===== src/rtl/tablero_pkg.sv =====
// Shared types and constants for the board store: cell codes, board FSM states
// and rejection reason codes.
package tablero_pkg;

  typedef enum logic [1:0] {
    VACIA    = 2'd0,
    J1       = 2'd1,
    J2       = 2'd2,
    INVALIDA = 2'd3
  } celda_t;

  typedef enum logic [1:0] {
    VACIO   = 2'd0,
    JUGANDO = 2'd1,
    LLENO   = 2'd2
  } estado_t;

  localparam logic [1:0] ERR_OCUPADA = 2'd0;
  localparam logic [1:0] ERR_RANGO   = 2'd1;
  localparam logic [1:0] ERR_TURNO   = 2'd2;
  localparam logic [1:0] ERR_CODIGO  = 2'd3;

endpackage


===== src/rtl/fila_completa.sv =====
// One board row -> "every cell non-empty" flag (OR per cell, AND across the row).
module fila_completa #(
  parameter int N  = 3,
  parameter int CW = 2
) (
  input  logic [N-1:0][CW-1:0] celdas,
  output logic                 llena
);

  always_comb begin
    llena = 1'b1;
    for (int c = 0; c < N; c++) llena = llena & (|celdas[c]);
  end

endmodule


===== src/rtl/tablero_ocupacion.sv =====
// Registered NxN board with a move handshake: validates moves, enforces turn
// order and tracks occupancy, per-row full flags and board-full.
module tablero_ocupacion
  import tablero_pkg::*;
#(
  parameter int N  = 3,
  parameter int CW = 2
) (
  input  logic                          clk,
  input  logic                          rst_n,
  input  logic                          limpiar,
  input  logic                          mov_valido,
  output logic                          mov_listo,
  input  logic [$clog2(N)-1:0]          mov_fila,
  input  logic [$clog2(N)-1:0]          mov_col,
  input  logic [CW-1:0]                 mov_jugador,
  output logic                          mov_ack,
  output logic                          mov_error,
  output logic [1:0]                    error_cod,
  output logic [N-1:0][N-1:0][CW-1:0]   juego,
  output logic [CW-1:0]                 turno,
  output logic [$clog2(N*N+1)-1:0]      ocupadas,
  output logic [N-1:0]                  fila_llena,
  output logic                          lleno
);

  localparam int FW = $clog2(N);
  localparam int OW = $clog2(N*N+1);
  // One extra bit so the range check also works when N is a power of two.
  localparam logic [FW:0]   N_L   = (FW+1)'(N);
  localparam logic [OW-1:0] TOTAL = OW'(N*N);

  estado_t                       estado_q, estado_d;
  logic [N-1:0][N-1:0][CW-1:0]   juego_q, juego_d;
  logic [CW-1:0]                 turno_q, turno_d;
  logic [OW-1:0]                 ocupadas_q, ocupadas_d;
  logic                          ack_q, ack_d;
  logic                          err_q, err_d;
  logic [1:0]                    error_cod_q, error_cod_d;

  logic fuera, codigo_malo, turno_malo, ocupada;

  always_comb begin
    fuera       = ({1'b0, mov_fila} >= N_L) || ({1'b0, mov_col} >= N_L);
    codigo_malo = (mov_jugador == CW'(VACIA)) || (mov_jugador > CW'(J2));
    turno_malo  = (mov_jugador != turno_q);
    ocupada     = 1'b0;
    for (int r = 0; r < N; r++)
      for (int c = 0; c < N; c++)
        if (mov_fila == FW'(r) && mov_col == FW'(c) && juego_q[r][c] != '0)
          ocupada = 1'b1;
  end

  always_comb begin
    estado_d    = estado_q;
    juego_d     = juego_q;
    turno_d     = turno_q;
    ocupadas_d  = ocupadas_q;
    ack_d       = 1'b0;
    err_d       = 1'b0;
    error_cod_d = error_cod_q;
    if (limpiar) begin
      // Clear wins over a simultaneous move, which is dropped silently.
      estado_d    = VACIO;
      juego_d     = '0;
      turno_d     = CW'(J1);
      ocupadas_d  = '0;
      error_cod_d = ERR_OCUPADA;
    end else if (mov_valido && estado_q != LLENO) begin
      if (fuera) begin
        err_d = 1'b1; error_cod_d = ERR_RANGO;
      end else if (codigo_malo) begin
        err_d = 1'b1; error_cod_d = ERR_CODIGO;
      end else if (turno_malo) begin
        err_d = 1'b1; error_cod_d = ERR_TURNO;
      end else if (ocupada) begin
        err_d = 1'b1; error_cod_d = ERR_OCUPADA;
      end else begin
        ack_d = 1'b1;
        for (int r = 0; r < N; r++)
          for (int c = 0; c < N; c++)
            if (mov_fila == FW'(r) && mov_col == FW'(c)) juego_d[r][c] = mov_jugador;
        ocupadas_d = ocupadas_q + OW'(1);
        turno_d    = (turno_q == CW'(J1)) ? CW'(J2) : CW'(J1);
        estado_d   = (ocupadas_q + OW'(1) == TOTAL) ? LLENO : JUGANDO;
      end
    end
  end

  always_ff @(posedge clk or negedge rst_n) begin
    if (!rst_n) begin
      estado_q    <= VACIO;
      juego_q     <= '0;
      turno_q     <= CW'(J1);
      ocupadas_q  <= '0;
      ack_q       <= 1'b0;
      err_q       <= 1'b0;
      error_cod_q <= ERR_OCUPADA;
    end else begin
      estado_q    <= estado_d;
      juego_q     <= juego_d;
      turno_q     <= turno_d;
      ocupadas_q  <= ocupadas_d;
      ack_q       <= ack_d;
      err_q       <= err_d;
      error_cod_q <= error_cod_d;
    end
  end

  for (genvar gr = 0; gr < N; gr++) begin : g_fila
    fila_completa #(.N(N), .CW(CW)) u_fila (
      .celdas (juego_q[gr]),
      .llena  (fila_llena[gr])
    );
  end

  assign mov_listo = (estado_q != LLENO);
  assign mov_ack   = ack_q;
  assign mov_error = err_q;
  assign error_cod = error_cod_q;
  assign juego     = juego_q;
  assign turno     = turno_q;
  assign ocupadas  = ocupadas_q;
  // Full flag comes from the counter, independent of the row flags.
  assign lleno     = (ocupadas_q == TOTAL);

endmodule


===== config.mk =====
export PLATFORM = sky130hd
export DESIGN_NAME = tablero_ocupacion
export DESIGN_NICKNAME = d
export VERILOG_FILES = /design/src/rtl/tablero_pkg.sv /design/src/rtl/fila_completa.sv /design/src/rtl/tablero_ocupacion.sv
export SDC_FILE = /design/constraint.sdc
export NUM_CORES = 1
export LEC_CHECK = 0
export CORE_ASPECT_RATIO = 1.1
export CORE_MARGIN = 2
export CORE_UTILIZATION = 44
export DETAILED_ROUTE_END_ITERATION = 10
export GPL_ROUTABILITY_DRIVEN = 0
export MAX_ROUTING_LAYER = met4
export PLACE_DENSITY = 0.81
export REMOVE_ABC_BUFFERS = 1
export SETUP_SLACK_MARGIN = 0.05
export SYNTH_ARGS = -nofsm -noshare
export SYNTH_HDL_FRONTEND = slang
export SYNTH_SLANG_ARGS = --single-unit

===== constraint.sdc =====
create_clock -name clk -period 1.8 [get_ports clk]
set_input_delay 0.36 -clock clk [delete_from_list [all_inputs] [get_ports clk]]
set_output_delay 0.36 -clock clk [all_outputs]
set_load 0.005 [all_outputs]

==> run_1/clocks.png <==
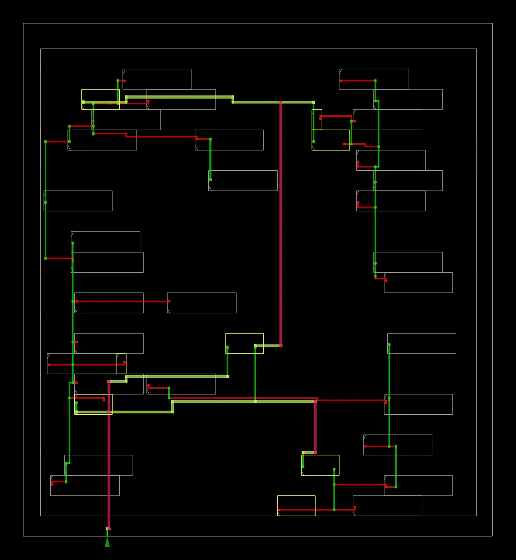
clk sinks: 30
sequential cell count: 30
CTS buffer count: 5

==> run_1/layer_met2.png <==
Drawn at 6 px/um. Cells faint in the background.
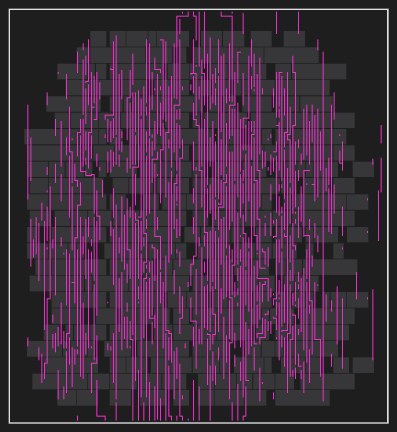
share of all routed wire: 50%
longest straight run: 58.1 um

==> run_1/clk_routes.png <==
Drawn at 8 px/um.
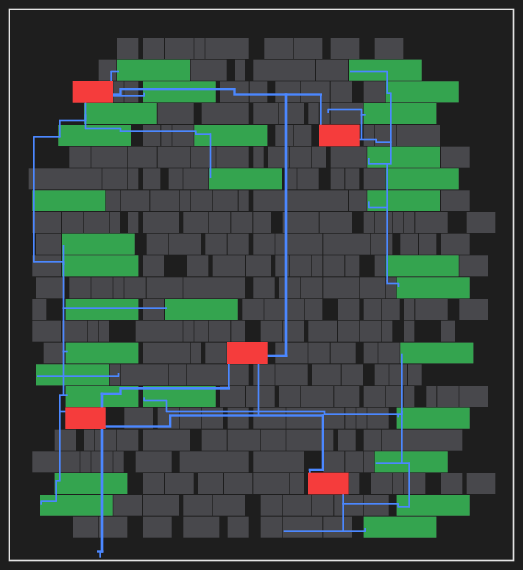
[blue] clock wires | length: 434 um
[red] clock drivers | count: 5
[green] flip-flops | count: 30
flops lie: widely spread

==> flow_metrics.env, run 1 <==
# physical design summary
export IMPL_status="finished with violations"
export IMPL_violations="setup timing"
export IMPL_instances_no_fill=331
export IMPL_clock_power_share=0.371
export IMPL_vias_per_cell=6.08
export IMPL_ys_flop_type="dfrtp_1"
export IMPL_grt_use_met3=0.0601
export IMPL_pwr_share_seq=0.446
export IMPL_async_flop_share=1.00
export IMPL_tool_warnings=29
export IMPL_fp_util=0.458
export IMPL_ir_drop_mv=0.499
export IMPL_finalSetupViolations=9
export IMPL_synth_largest_area_cell="dfrtp_1"
export IMPL_max_slew_margin=0.663
export IMPL_tightest_slew_ps=503
export IMPL_io_buffers=42
export IMPL_dpl_hpwl_um=3370
export IMPL_netlist_area_um2=1680
export IMPL_wl_met3_um=655
export IMPL_skew_ps=7.82
export IMPL_power_internal_w=0.00114
export IMPL_routedWlPerCell_um=20.4
export IMPL_fin_tns_setup_ps=-380
export IMPL_dp_cells=299
export IMPL_dr_max_layer_used="met4"
export IMPL_setup_ws_ps=-75.2
export IMPL_die_area_um2=4320
export IMPL_die_h_um=68.7
export IMPL_critPathMaxStageDelay_ps=370
-- run 1: state kept, by name, summed over array words and instances (netlist names) --
name	count
ocupadas	4
estado_q	2
turno	2
mov_ack	1
juego	18
mov_error	1
error_cod	2
-- run 1: worst max-delay path: cells and delay by family (launching register included) --
| family | cells | cell delay (ps) |
|---|---|---|
| buf+inv | 3 | 450 |
| simple gates | 4 | 810 |
| flops | 1 | 370 |
| compound gates | 1 | 150 |
-- run 1: power groups by stage --
stage | Combinational (W) | Sequential (W) | Clock, W
finish | 0.000285 | 0.000693 | 0.000576
detailed placement | 0.000201 | 0.000704 | 0
global route | 0.000299 | 0.000693 | 0.000608
global placement | 0.000198 | 0.000703 | 0
floorplan | 0.0000574 | 0.000705 | 0
CTS | 0.000247 | 0.000692 | 0.000566
-- run 1: cells by family after synthesis --
| logic type | after synthesis | share of synthesized area |
|---|---|---|
| and+or+nand+nor | 73 | 0.256 |
| AOI/OAI and AO/OA | 41 | 0.191 |
| DFF | 30 | 0.449 |
| buffers and inverters | 22 | 0.0650 |
| adders and majority gates | 3 | 0.0224 |
| xor gates and xnor gates | 2 | 0.0105 |
| muxes | 1 | 0.00597 |
-- run 1: final cells by class --
cell class	instances	area, um^2	share of cell area
Timing Repair Buffer	116	1010	0.338
Sequential cell	30	752	0.251
Clock buffer	8	90.1	0.0301
Multi-Input combinational cell	120	1050	0.351
Inverter	7	26.3	0.00879
Tap cell	50	62.6	0.0209
-- run 1: synth_stat cells, types with 4 or more instances --
| master | count |
|---|---|
| dfrtp_1 | 29 |
| nor2_1 | 28 |
| a31oi_1 | 11 |
| a41oi_1 | 9 |
| inv_1 | 7 |
| buf_2 | 6 |
| nand2_1 | 6 |
| clkbuf_1 | 5 |
| nand3_1 | 5 |
| nor3_1 | 4 |
| or2_2 | 4 |
==> inputs of run 2 (changes only) <==
- CTS_CLUSTER_DIAMETER: default -> 150
- SLEW_MARGIN: default -> 20
==> run_2/clk_routes.png <==
Drawn at 8 px/um.
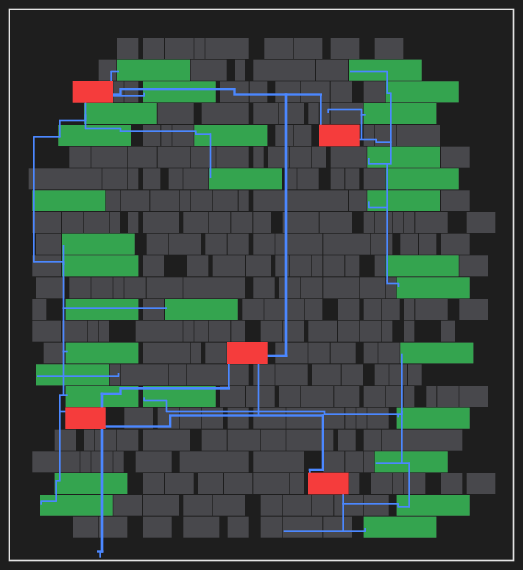
clk pwr: 0.000576 W
Post-Route Skew: 7.82 ps
clk ins delay skew pair: 300 ps
Clk pwr share: 0.371

==> run 2 against run 1 <==
  * The run still ends with setup timing left
  * Clock power about the same
  * Critical path depth unchanged
  * Highest routed layer unchanged
  * Total power unchanged
==> flow_metrics.env, run 2 <==
# physical design summary
export IMPL_status="finished with violations"
export IMPL_violations="setup timing"
export IMPL_tool_warnings=29
export IMPL_grt_pass1_wl_um=9460
export IMPL_routedWlPerCell_um=20.4
export IMPL_rr_startpoint="turno[0]$_DFFE_PN1P_"
export IMPL_dr_max_layer_used="met4"
export IMPL_top_cell="dfrtp_1"
export IMPL_grt_pass1_vias=1901
export IMPL_critPathMaxStageDelay_ps=370
export IMPL_setup_ws_ps=-75.2
export IMPL_antenna_cells=0
export IMPL_top_power_group="sequential cells"
export IMPL_max_slew_margin=0.663
export IMPL_core_um2=3650
export IMPL_wl_met3_um=655
export IMPL_die_h_um=68.7
export IMPL_cts_buffers=5
export IMPL_ys_flop_type="dfrtp_1"
export IMPL_root_buffer="clkbuf_8"
export IMPL_dpl_hpwl_um=3370
export IMPL_crit_family="simple AND/OR/NAND/NOR gates"
export IMPL_netlist_area_um2=1680
export IMPL_pwr_share_seq=0.446
export IMPL_finalSetupViolations=9
export IMPL_power_internal_w=0.00114
export IMPL_grt_use_met3=0.0601
export IMPL_ir_drop_mv=0.499
export IMPL_clkSinkCount=30
export IMPL_synth_largest_area_cell="dfrtp_1"
export IMPL_powerComb_w=0.000285
export IMPL_seq_power_w=0.000693
export IMPL_largest_reg_flops=18
export IMPL_critical_path_buf_inv_count=3
export IMPL_tightest_slew_ps=503
export IMPL_io_buffers=42
export IMPL_die_area_um2=4320
export IMPL_fin_tns_setup_ps=-380
export IMPL_async_flop_share=1.00
export IMPL_synth_cell_types=53
export IMPL_finalClockPeriodUsage=1.04
export IMPL_common_cells="dfrtp_1 (29), nor2_1 (28), a31oi_1 (11), a41oi_1 (9), inv_1 (7)"
[run 2: cell counts after synthesis]
No cell type changed its count.
[run 2: final timing paths]
check / to / slack (ps) / cells after the start
worst max-delay path: juego[1]$_DFFE_PN0P_ / -80 / 8
worst min-delay path: juego[16]$_DFFE_PN0P_ / 460 / 2
worst max register to register: juego[1]$_DFFE_PN0P_ / -80 / 8
worst min register to register: estado_q[0]$_DFFE_PN0P_ / 490 / 1
max in group asynchronous: turno[0]$_DFFE_PN1P_ / 1020 / 2
min in group clk: estado_q[0]$_DFFE_PN0P_ / 490 / 1
[run 2: stage by stage]
step	cells	hold slack (ps)	total power [W]	util	setup slack, ps
2_1_floorplan	157	64.4	0.000763	-	-508
3_3_place_gp	299	466	0.000901	0.671	-600
3_5_place_dp	299	477	0.000905	0.671	-668
4_1_cts	322	491	0.00150	0.764	20.7
5_1_grt	331	492	0.00160	0.818	-130
6_report	331	462	0.00155	0.818	-75.2
[run 2: cells by family (layout without fill, tap and decap cells)]
family / after synthesis / count (layout) / share of synthesized area
adder cells (fa/ha/maj): 3 / 3 / 0.0224
AND/OR/NAND/NOR: 73 / 73 / 0.256
flip-flops: 30 / 30 / 0.449
multiplexers: 1 / 1 / 0.00597
AND-OR/OR-AND: 41 / 41 / 0.191
XOR/XNOR: 2 / 2 / 0.0105
buffers and inverters: 22 / 131 / 0.0650
[run 2: final cells by class]
class | instances | area [um^2]
repair buffers | 116 | 1010
multi-input cells | 120 | 1050
clock buffers | 8 | 90.1
well taps | 50 | 62.6
inverters | 7 | 26.3
fillers | 201 | 664
flip-flops and latches | 30 | 752
[run 2: timing repair]
item / CTS / global route
setup endpoints to repair: 35 / 33
setup buffers: 16 / 7
gates resized: 57 / 31
cloned: 0 / 2
pin swaps: 15 / 24
Power figures rest on the tool's default switching activity, not on a simulated workload.
